Figure 1. Placement view (run 1).
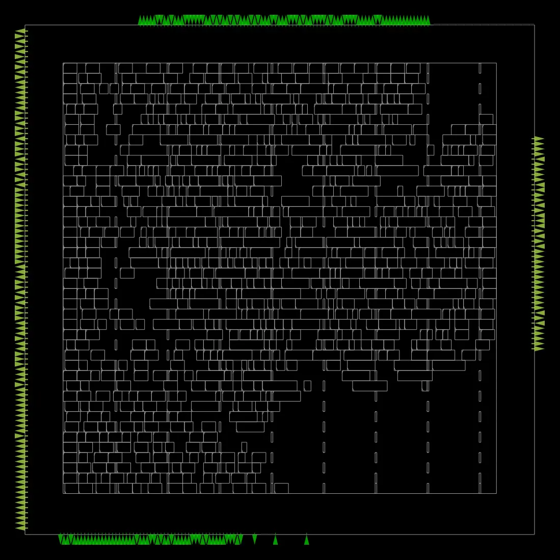
Figure 2. Port wiring (run 1).
The bar under the picture is 50 µm long.
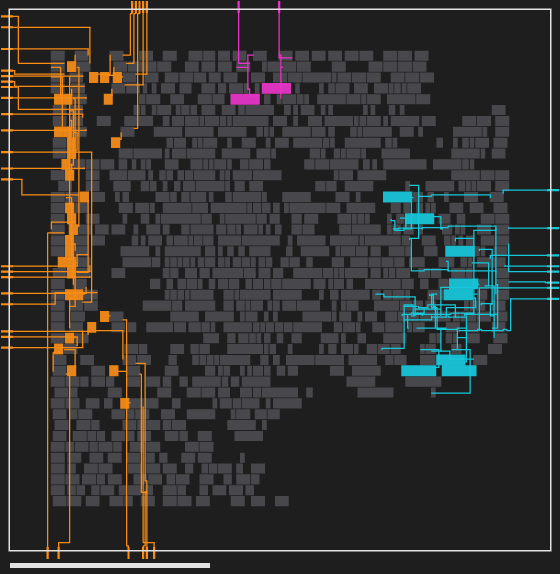
Figure 3. Placement by cell class (run 1).
Fill, decap, tap and diode cells in gray.
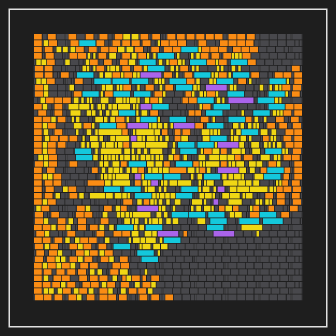
<file path="config.mk">
export PLATFORM = sky130hd
export DESIGN_NAME = axi_burst_master
export DESIGN_NICKNAME = d
export VERILOG_FILES = /design/src/rtl/axi_burst_master.sv
export SDC_FILE = /design/constraint.sdc
export NUM_CORES = 1
export LEC_CHECK = 0
export ABC_AREA = 0
export ABC_CLOCK_PERIOD_IN_PS = 2500
export CAP_MARGIN = 20
export CORE_MARGIN = 10
export CORE_UTILIZATION = 34
export DETAILED_ROUTE_END_ITERATION = 8
export PLACE_DENSITY = 0.82
export SLEW_MARGIN = 10
export SYNTH_ARGS = -nofsm -noshare
export SYNTH_HDL_FRONTEND = slang
export SYNTH_SLANG_ARGS = --single-unit
</file>
<file path="constraint.sdc">
create_clock -name axi_ACLK -period 2.5 [get_ports axi_ACLK]
set_input_delay 0.375 -clock axi_ACLK [delete_from_list [all_inputs] [get_ports axi_ACLK]]
set_output_delay 0.375 -clock axi_ACLK [all_outputs]
set_load 0.01 [all_outputs]
</file>
<file path="src/rtl/axi_burst_master.sv">
// Single-outstanding AXI burst master: one write (AW/W/B) or read (AR/R) burst per
// accepted command, reporting a one-cycle completion status with protocol checks.
module axi_burst_master #(
  parameter int unsigned ADDR_WIDTH     = 16,
  parameter int unsigned DATA_WIDTH     = 32,
  parameter int unsigned LEN_WIDTH      = 8,
  parameter int unsigned SIZE_WIDTH     = 3,
  parameter int unsigned BURST_WIDTH    = 2,
  parameter int unsigned RESP_WIDTH     = 2,
  parameter int unsigned ID_WIDTH       = 4,
  parameter int unsigned STROBE_WIDTH   = DATA_WIDTH / 8,
  parameter int unsigned TIMEOUT_CYCLES = 1024
) (
  input  logic                    axi_ACLK,
  input  logic                    axi_ARESET,
  // command port
  input  logic                    cmd_valid,
  output logic                    cmd_ready,
  input  logic                    cmd_write,
  input  logic [ID_WIDTH-1:0]     cmd_id,
  input  logic [ADDR_WIDTH-1:0]   cmd_addr,
  input  logic [LEN_WIDTH-1:0]    cmd_len,
  input  logic [SIZE_WIDTH-1:0]   cmd_size,
  input  logic [BURST_WIDTH-1:0]  cmd_burst,
  // write-data stream
  input  logic                    wd_valid,
  output logic                    wd_ready,
  input  logic [DATA_WIDTH-1:0]   wd_data,
  input  logic [STROBE_WIDTH-1:0] wd_strb,
  // read-data stream
  output logic                    rd_valid,
  input  logic                    rd_ready,
  output logic [DATA_WIDTH-1:0]   rd_data,
  output logic                    rd_last,
  // completion status
  output logic                    done_valid,
  output logic                    done_write,
  output logic [ID_WIDTH-1:0]     done_id,
  output logic [RESP_WIDTH-1:0]   done_resp,
  output logic [2:0]              done_err,
  // AXI write address
  output logic                    axi_AWVALID,
  input  logic                    axi_AWREADY,
  output logic [ID_WIDTH-1:0]     axi_AWID,
  output logic [ADDR_WIDTH-1:0]   axi_AWADDR,
  output logic [LEN_WIDTH-1:0]    axi_AWLEN,
  output logic [SIZE_WIDTH-1:0]   axi_AWSIZE,
  output logic [BURST_WIDTH-1:0]  axi_AWBURST,
  // AXI write data
  output logic                    axi_WVALID,
  input  logic                    axi_WREADY,
  output logic [DATA_WIDTH-1:0]   axi_WDATA,
  output logic [STROBE_WIDTH-1:0] axi_WSTRB,
  output logic                    axi_WLAST,
  // AXI write response
  input  logic                    axi_BVALID,
  output logic                    axi_BREADY,
  input  logic [ID_WIDTH-1:0]     axi_BID,
  input  logic [RESP_WIDTH-1:0]   axi_BRESP,
  // AXI read address
  output logic                    axi_ARVALID,
  input  logic                    axi_ARREADY,
  output logic [ID_WIDTH-1:0]     axi_ARID,
  output logic [ADDR_WIDTH-1:0]   axi_ARADDR,
  output logic [LEN_WIDTH-1:0]    axi_ARLEN,
  output logic [SIZE_WIDTH-1:0]   axi_ARSIZE,
  output logic [BURST_WIDTH-1:0]  axi_ARBURST,
  // AXI read data
  input  logic                    axi_RVALID,
  output logic                    axi_RREADY,
  input  logic [ID_WIDTH-1:0]     axi_RID,
  input  logic [DATA_WIDTH-1:0]   axi_RDATA,
  input  logic [RESP_WIDTH-1:0]   axi_RRESP,
  input  logic                    axi_RLAST
);

  localparam int unsigned STALL_W = $clog2(TIMEOUT_CYCLES) + 1;

  localparam logic [2:0] ERR_OK      = 3'd0;
  localparam logic [2:0] ERR_RESP    = 3'd1;
  localparam logic [2:0] ERR_ID      = 3'd2;
  localparam logic [2:0] ERR_RLAST   = 3'd3;
  localparam logic [2:0] ERR_TIMEOUT = 3'd4;
  localparam logic [2:0] ERR_ILLEGAL = 3'd5;

  typedef enum logic [2:0] {
    IDLE, W_ADDR, W_DATA, W_RESP, R_ADDR, R_DATA, DONE
  } state_e;

  state_e                 state_q;
  logic                   cmd_ready_q;
  logic                   awvalid_q;
  logic                   arvalid_q;
  logic                   bready_q;
  logic                   done_valid_q;
  logic [2:0]             done_err_q;
  logic [RESP_WIDTH-1:0]  done_resp_q;

  logic                   write_q;
  logic [ID_WIDTH-1:0]    id_q;
  logic [ADDR_WIDTH-1:0]  addr_q;
  logic [LEN_WIDTH-1:0]   len_q;
  logic [SIZE_WIDTH-1:0]  size_q;
  logic [BURST_WIDTH-1:0] burst_q;

  logic [LEN_WIDTH-1:0]   beat_q;
  logic [STALL_W-1:0]     stall_q;
  logic                   id_err_q;
  logic [RESP_WIDTH-1:0]  rresp_max_q;

  logic                   illegal_c;
  logic                   last_beat_c;
  logic                   stall_max_c;
  logic                   w_hs_c;
  logic                   r_hs_c;
  logic                   b_hs_c;
  logic                   id_err_d;
  logic [RESP_WIDTH-1:0]  rresp_max_d;
  logic [2:0]             rd_err_c;
  logic [2:0]             b_err_c;

  // Handshake detection, legality and error classification with priority 3 > 2 > 1.
  always_comb begin
    illegal_c   = (cmd_len == '0) || ((32'd1 << cmd_size) > 32'(STROBE_WIDTH));
    last_beat_c = (beat_q == (len_q - LEN_WIDTH'(1)));
    stall_max_c = (stall_q == STALL_W'(TIMEOUT_CYCLES - 1));
    w_hs_c      = (state_q == W_DATA) && wd_valid && axi_WREADY;
    r_hs_c      = (state_q == R_DATA) && axi_RVALID && rd_ready;
    b_hs_c      = (state_q == W_RESP) && axi_BVALID && bready_q;
    id_err_d    = id_err_q || (axi_RID != id_q);
    rresp_max_d = (axi_RRESP > rresp_max_q) ? axi_RRESP : rresp_max_q;

    if (axi_RLAST != last_beat_c) begin
      rd_err_c = ERR_RLAST;
    end else if (id_err_d) begin
      rd_err_c = ERR_ID;
    end else if (rresp_max_d != '0) begin
      rd_err_c = ERR_RESP;
    end else begin
      rd_err_c = ERR_OK;
    end

    if (axi_BID != id_q) begin
      b_err_c = ERR_ID;
    end else if (axi_BRESP != '0) begin
      b_err_c = ERR_RESP;
    end else begin
      b_err_c = ERR_OK;
    end
  end

  // Address channels are driven straight from the latched command registers.
  assign cmd_ready   = cmd_ready_q;
  assign axi_AWVALID = awvalid_q;
  assign axi_AWID    = id_q;
  assign axi_AWADDR  = addr_q;
  assign axi_AWLEN   = len_q;
  assign axi_AWSIZE  = size_q;
  assign axi_AWBURST = burst_q;
  assign axi_ARVALID = arvalid_q;
  assign axi_ARID    = id_q;
  assign axi_ARADDR  = addr_q;
  assign axi_ARLEN   = len_q;
  assign axi_ARSIZE  = size_q;
  assign axi_ARBURST = burst_q;
  assign axi_BREADY  = bready_q;

  // Data streams pass through only while the matching data state is active.
  assign axi_WVALID  = (state_q == W_DATA) && wd_valid;
  assign axi_WDATA   = (state_q == W_DATA) ? wd_data : '0;
  assign axi_WSTRB   = (state_q == W_DATA) ? wd_strb : '0;
  assign axi_WLAST   = (state_q == W_DATA) && last_beat_c;
  assign wd_ready    = (state_q == W_DATA) && axi_WREADY;
  assign axi_RREADY  = (state_q == R_DATA) && rd_ready;
  assign rd_valid    = (state_q == R_DATA) && axi_RVALID;
  assign rd_data     = (state_q == R_DATA) ? axi_RDATA : '0;
  assign rd_last     = (state_q == R_DATA) && last_beat_c;

  assign done_valid  = done_valid_q;
  assign done_write  = write_q;
  assign done_id     = id_q;
  assign done_resp   = done_resp_q;
  assign done_err    = done_err_q;

  // Command FSM with registered valids/readies and completion status.
  always_ff @(posedge axi_ACLK) begin
    if (axi_ARESET) begin
      state_q      <= IDLE;
      cmd_ready_q  <= 1'b1;
      awvalid_q    <= 1'b0;
      arvalid_q    <= 1'b0;
      bready_q     <= 1'b0;
      done_valid_q <= 1'b0;
      done_err_q   <= '0;
      done_resp_q  <= '0;
      write_q      <= 1'b0;
      id_q         <= '0;
      addr_q       <= '0;
      len_q        <= '0;
      size_q       <= '0;
      burst_q      <= '0;
      beat_q       <= '0;
      stall_q      <= '0;
      id_err_q     <= 1'b0;
      rresp_max_q  <= '0;
    end else begin
      done_valid_q <= 1'b0;
      case (state_q)
        IDLE: begin
          if (cmd_valid) begin
            cmd_ready_q <= 1'b0;
            write_q     <= cmd_write;
            id_q        <= cmd_id;
            addr_q      <= cmd_addr;
            len_q       <= cmd_len;
            size_q      <= cmd_size;
            burst_q     <= cmd_burst;
            beat_q      <= '0;
            stall_q     <= '0;
            id_err_q    <= 1'b0;
            rresp_max_q <= '0;
            if (illegal_c) begin
              state_q      <= DONE;
              done_valid_q <= 1'b1;
              done_err_q   <= ERR_ILLEGAL;
              done_resp_q  <= '0;
            end else if (cmd_write) begin
              state_q   <= W_ADDR;
              awvalid_q <= 1'b1;
            end else begin
              state_q   <= R_ADDR;
              arvalid_q <= 1'b1;
            end
          end
        end

        W_ADDR: begin
          if (axi_AWREADY) begin
            awvalid_q <= 1'b0;
            stall_q   <= '0;
            state_q   <= W_DATA;
          end else if (stall_max_c) begin
            awvalid_q    <= 1'b0;
            state_q      <= DONE;
            done_valid_q <= 1'b1;
            done_err_q   <= ERR_TIMEOUT;
            done_resp_q  <= rresp_max_q;
          end else begin
            stall_q <= stall_q + STALL_W'(1);
          end
        end

        W_DATA: begin
          if (w_hs_c) begin
            stall_q <= '0;
            if (last_beat_c) begin
              beat_q   <= '0;
              bready_q <= 1'b1;
              state_q  <= W_RESP;
            end else begin
              beat_q <= beat_q + LEN_WIDTH'(1);
            end
          end else if (stall_max_c) begin
            state_q      <= DONE;
            done_valid_q <= 1'b1;
            done_err_q   <= ERR_TIMEOUT;
            done_resp_q  <= rresp_max_q;
          end else begin
            stall_q <= stall_q + STALL_W'(1);
          end
        end

        W_RESP: begin
          if (b_hs_c) begin
            bready_q     <= 1'b0;
            state_q      <= DONE;
            done_valid_q <= 1'b1;
            done_err_q   <= b_err_c;
            done_resp_q  <= axi_BRESP;
          end else if (stall_max_c) begin
            bready_q     <= 1'b0;
            state_q      <= DONE;
            done_valid_q <= 1'b1;
            done_err_q   <= ERR_TIMEOUT;
            done_resp_q  <= rresp_max_q;
          end else begin
            stall_q <= stall_q + STALL_W'(1);
          end
        end

        R_ADDR: begin
          if (axi_ARREADY) begin
            arvalid_q <= 1'b0;
            stall_q   <= '0;
            state_q   <= R_DATA;
          end else if (stall_max_c) begin
            arvalid_q    <= 1'b0;
            state_q      <= DONE;
            done_valid_q <= 1'b1;
            done_err_q   <= ERR_TIMEOUT;
            done_resp_q  <= rresp_max_q;
          end else begin
            stall_q <= stall_q + STALL_W'(1);
          end
        end

        // An early RLAST ends the burst on the beat it arrives.
        R_DATA: begin
          if (r_hs_c) begin
            stall_q     <= '0;
            beat_q      <= beat_q + LEN_WIDTH'(1);
            id_err_q    <= id_err_d;
            rresp_max_q <= rresp_max_d;
            if (axi_RLAST || last_beat_c) begin
              state_q      <= DONE;
              done_valid_q <= 1'b1;
              done_err_q   <= rd_err_c;
              done_resp_q  <= rresp_max_d;
            end
          end else if (stall_max_c) begin
            state_q      <= DONE;
            done_valid_q <= 1'b1;
            done_err_q   <= ERR_TIMEOUT;
            done_resp_q  <= rresp_max_q;
          end else begin
            stall_q <= stall_q + STALL_W'(1);
          end
        end

        DONE: begin
          state_q     <= IDLE;
          cmd_ready_q <= 1'b1;
        end

        default: begin
          state_q     <= IDLE;
          cmd_ready_q <= 1'b1;
        end
      endcase
    end
  end

endmodule

</file>
==> run notes, run 1 <==
fresh numbers from the pnr run: outcome=complete, but fails checks, failing checks=setup timing, Final clock-cell share=3.91%, Post-Place Cells=1011, Crit. Startpoint=axi_ARLEN[0]$_SDFFE_PP0P_, first-pass GRT wire length=28.5 mm, worst-margin pin slew=0.637 ns, cts bufs inserted=9, slew margin rel.=a little under three fifths, slowest stage delay, CP=0.36 ns, reg2reg setup slack=-0.13 ns, buffer share of cell area=around two fifths, antenna violation net count after detailed routing=0, Clk pin slew, worst setup/hold paths=0.06 ns, setup violators final=6, area reported by Yosys stat=4510 µm², Max Clk Rate=about 380 MHz, family with the most delay on the worst path=AND-OR/OR-AND gates, Final Worst Setup Slack=-0.127 ns, reg2reg path depth=14, min cycle time layout=2.63 ns, Post-synth top cells=nand2_1, and2_1, dfxtp_1, a21oi_1, nor2_1, yosys aoi share=~17%, # diodes=0, clock network power=~0.0013 W, Logic inverters=13, Worst path depth=14, synth unique cells=between 60 and 70, max FFs per register=16, register area=about 1400 µm², Syn. warnings=0, Setup Skew=0.00531 ns, Leading cell kind=non-clock buffers, Ports=280, Post-synth ARST share=0%, CP max FO=3, Main logic family=simple AND/OR/NAND/NOR gates, clock share of power=21.7%, Top cells by area=dfxtp_1, and2_1, nand2_1, yosys adder share=between 1.5 and 2%, CP max stage cell=a221o_1, Worst-Skew Late Latency=0.33 ns
About Figure 1:
sequential cell area share: 17.7%
FP Rows: 42
Flops: 69
fillcell total: 1150

About Figure 2:
[rd_data] orange | bits: 32 | direction: output | edge: 21 west, 6 south, 5 north | end cells: 32 | buffers: 32 | wire: 1160 µm
[axi_AWLEN] cyan | bits: 8 | direction: output | edge: east | end cells: 8 | buffers: 15 | wire: 625 µm
[axi_ARBURST] magenta | bits: 2 | direction: output | edge: north | end cells: 2 | buffers: 2 | wire: 62.5 µm

About Figure 3:
[clock drivers and dummy loads] purple | cells: 16 | share of their area: 4.0%
[combinational and other logic] yellow | cells: 451 | share of their area: 37%
[remaining buffers and delay cells] orange | cells: 319 | share of their area: 41%
[sequential cells] cyan | cells: 69 | share of their area: 18%
core region area: 13100 µm²
fin util: 60.0%

Figure 4. Metal layers overlaid (run 1).
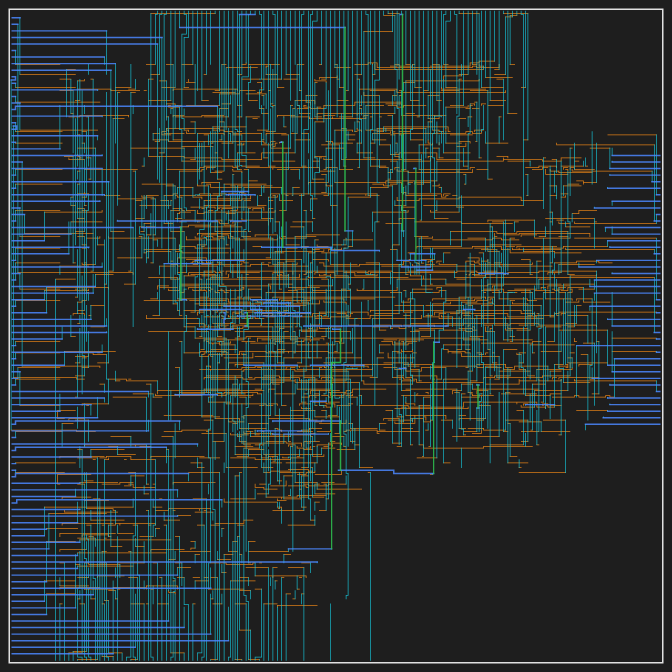

--- run 2 (diff from run 1) ---
- SKIP_CTS_REPAIR_TIMING: not set -> 1
- TNS_END_PERCENT: not set -> 30
Figure 5. Metal layers overlaid (run 2).
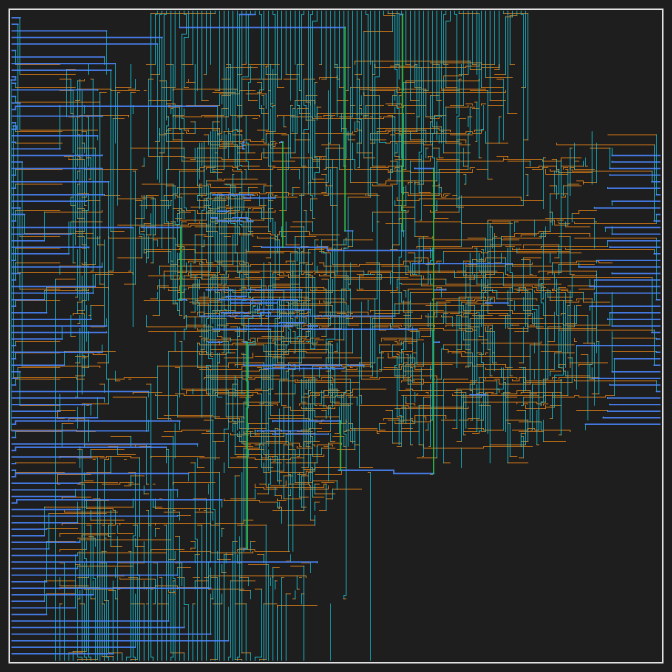
[metal 2] cyan | wire length: 9760 µm
[metal 4] green | wire length: 240 µm
[metal 3] blue | wire length: 2290 µm
[metal 1] orange | wire length: 6530 µm

==> run notes, run 2 <==
fresh numbers from the pnr run: fin util=59.5% (was 60.0%), buffer share of cell area=39.3% (was 39.6%), CP max FO=5 (was 3), Worst-Skew Late Latency=0.33 ns (about the same), outcome=complete, but fails checks (unchanged), Post-synth ARST share=0% (unchanged), slew margin rel.=57.9% (was 57.5%), yosys adder share=1.94% (unchanged), Final clock-cell share=3.94% (was 3.91%), sequential cell area share=17.8% (was 17.7%), Final Worst Setup Slack=-0.100 ns (was -0.127 ns), Top cells by area=dfxtp_1, and2_1, nand2_1 (unchanged), Syn. warnings=0 (unchanged), Setup Skew=0.00553 ns (was 0.00531 ns), Post-synth top cells=nand2_1, and2_1, dfxtp_1, a21oi_1, nor2_1 (unchanged), Logic inverters=13 (unchanged), setup violators final=3 (was 6), worst-margin pin slew=0.632 ns (was 0.637 ns), first-pass GRT wire length=28.2 mm (was 28.5 mm), Main logic family=simple AND/OR/NAND/NOR gates (unchanged), failing checks=setup timing (unchanged), fillcell total=1159 (was 1150), clock share of power=21.9% (was 21.7%), Clk pin slew, worst setup/hold paths=0.06 ns (about the same)
Figure 6. Cell sizes after repair (run 2).
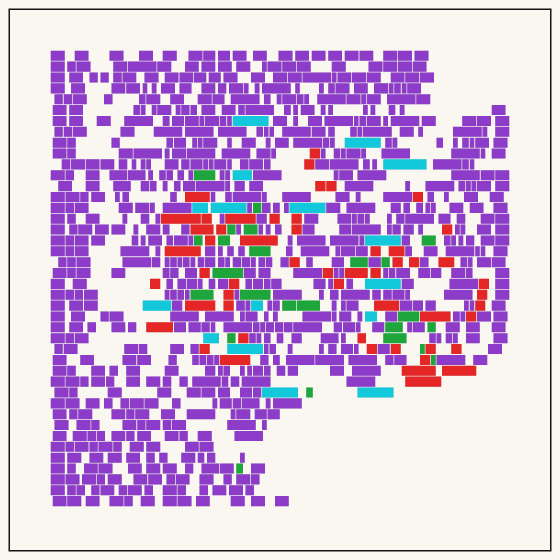

--- run 3 (diff from run 2) ---
- ABC_CLOCK_PERIOD_IN_PS: 2500 -> 3000
- CORE_UTILIZATION: 34 -> 41
- PLACE_DENSITY: 0.82 -> 0.92
- clock period: 2.5 -> 3 ns (I/O delays scaled with it)
Figure 7. Cell sizes after repair (run 3).
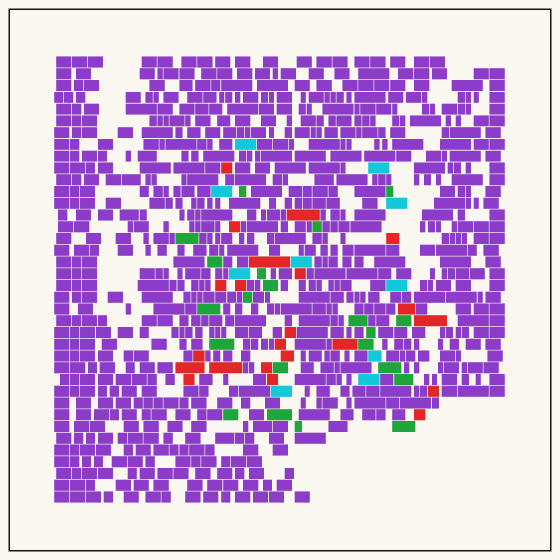
[_2 cells] green | cells: 21
[_3 and _4 cells] red | cells: 22
[_0 and _1 cells] purple | cells: 773
[_6 and larger] cyan | cells: 10
area growth from synthesis to layout: 62.4%
Finished Cell Area: 7330 µm²
Final Worst Setup Slack: 0.170 ns
Non-clk bufs: 290

==> run notes, run 3 <==
fresh numbers from the pnr run: worst-margin pin slew=0.633 ns (was 0.632 ns), FP Rows=38 (was 42), first-pass GRT wire length=28.8 mm (was 28.2 mm), yosys aoi share=16.9% (unchanged), Crit. Startpoint=axi_ARLEN[1]$_SDFFE_PP0P_ (unchanged), family with the most delay on the worst path=AND-OR/OR-AND gates (was simple AND/OR/NAND/NOR gates), Logic inverters=13 (unchanged), Top cells by area=dfxtp_1, and2_1, nand2_1 (unchanged), reg2reg setup slack=0.17 ns (was -0.1 ns), register area=1380 µm² (was 1390 µm²), CP max stage cell=a221o_1 (was or4_4), reg2reg path depth=13 (unchanged), core region area=10800 µm² (was 13100 µm²), Ports=280 (unchanged), buffer share of cell area=39.2% (was 39.3%), antenna violation net count after detailed routing=0 (unchanged), Post-Place Cells=950 (was 1011), min cycle time layout=2.83 ns, slowest stage delay, CP=0.38 ns (was 0.45 ns), Max Clk Rate=353 MHz, outcome=completed (was complete, but fails checks), CP max FO=4 (was 5), yosys adder share=1.94% (unchanged), Setup Skew=0.0142 ns (was 0.00553 ns), Clk pin slew, worst setup/hold paths=0.08 ns (was 0.06 ns), area reported by Yosys stat=4510 µm² (unchanged), Post-synth top cells=nand2_1, and2_1, dfxtp_1, a21oi_1, nor2_1 (unchanged), Worst path depth=13 (was 9)
Power and IR drop assume default switching activity.
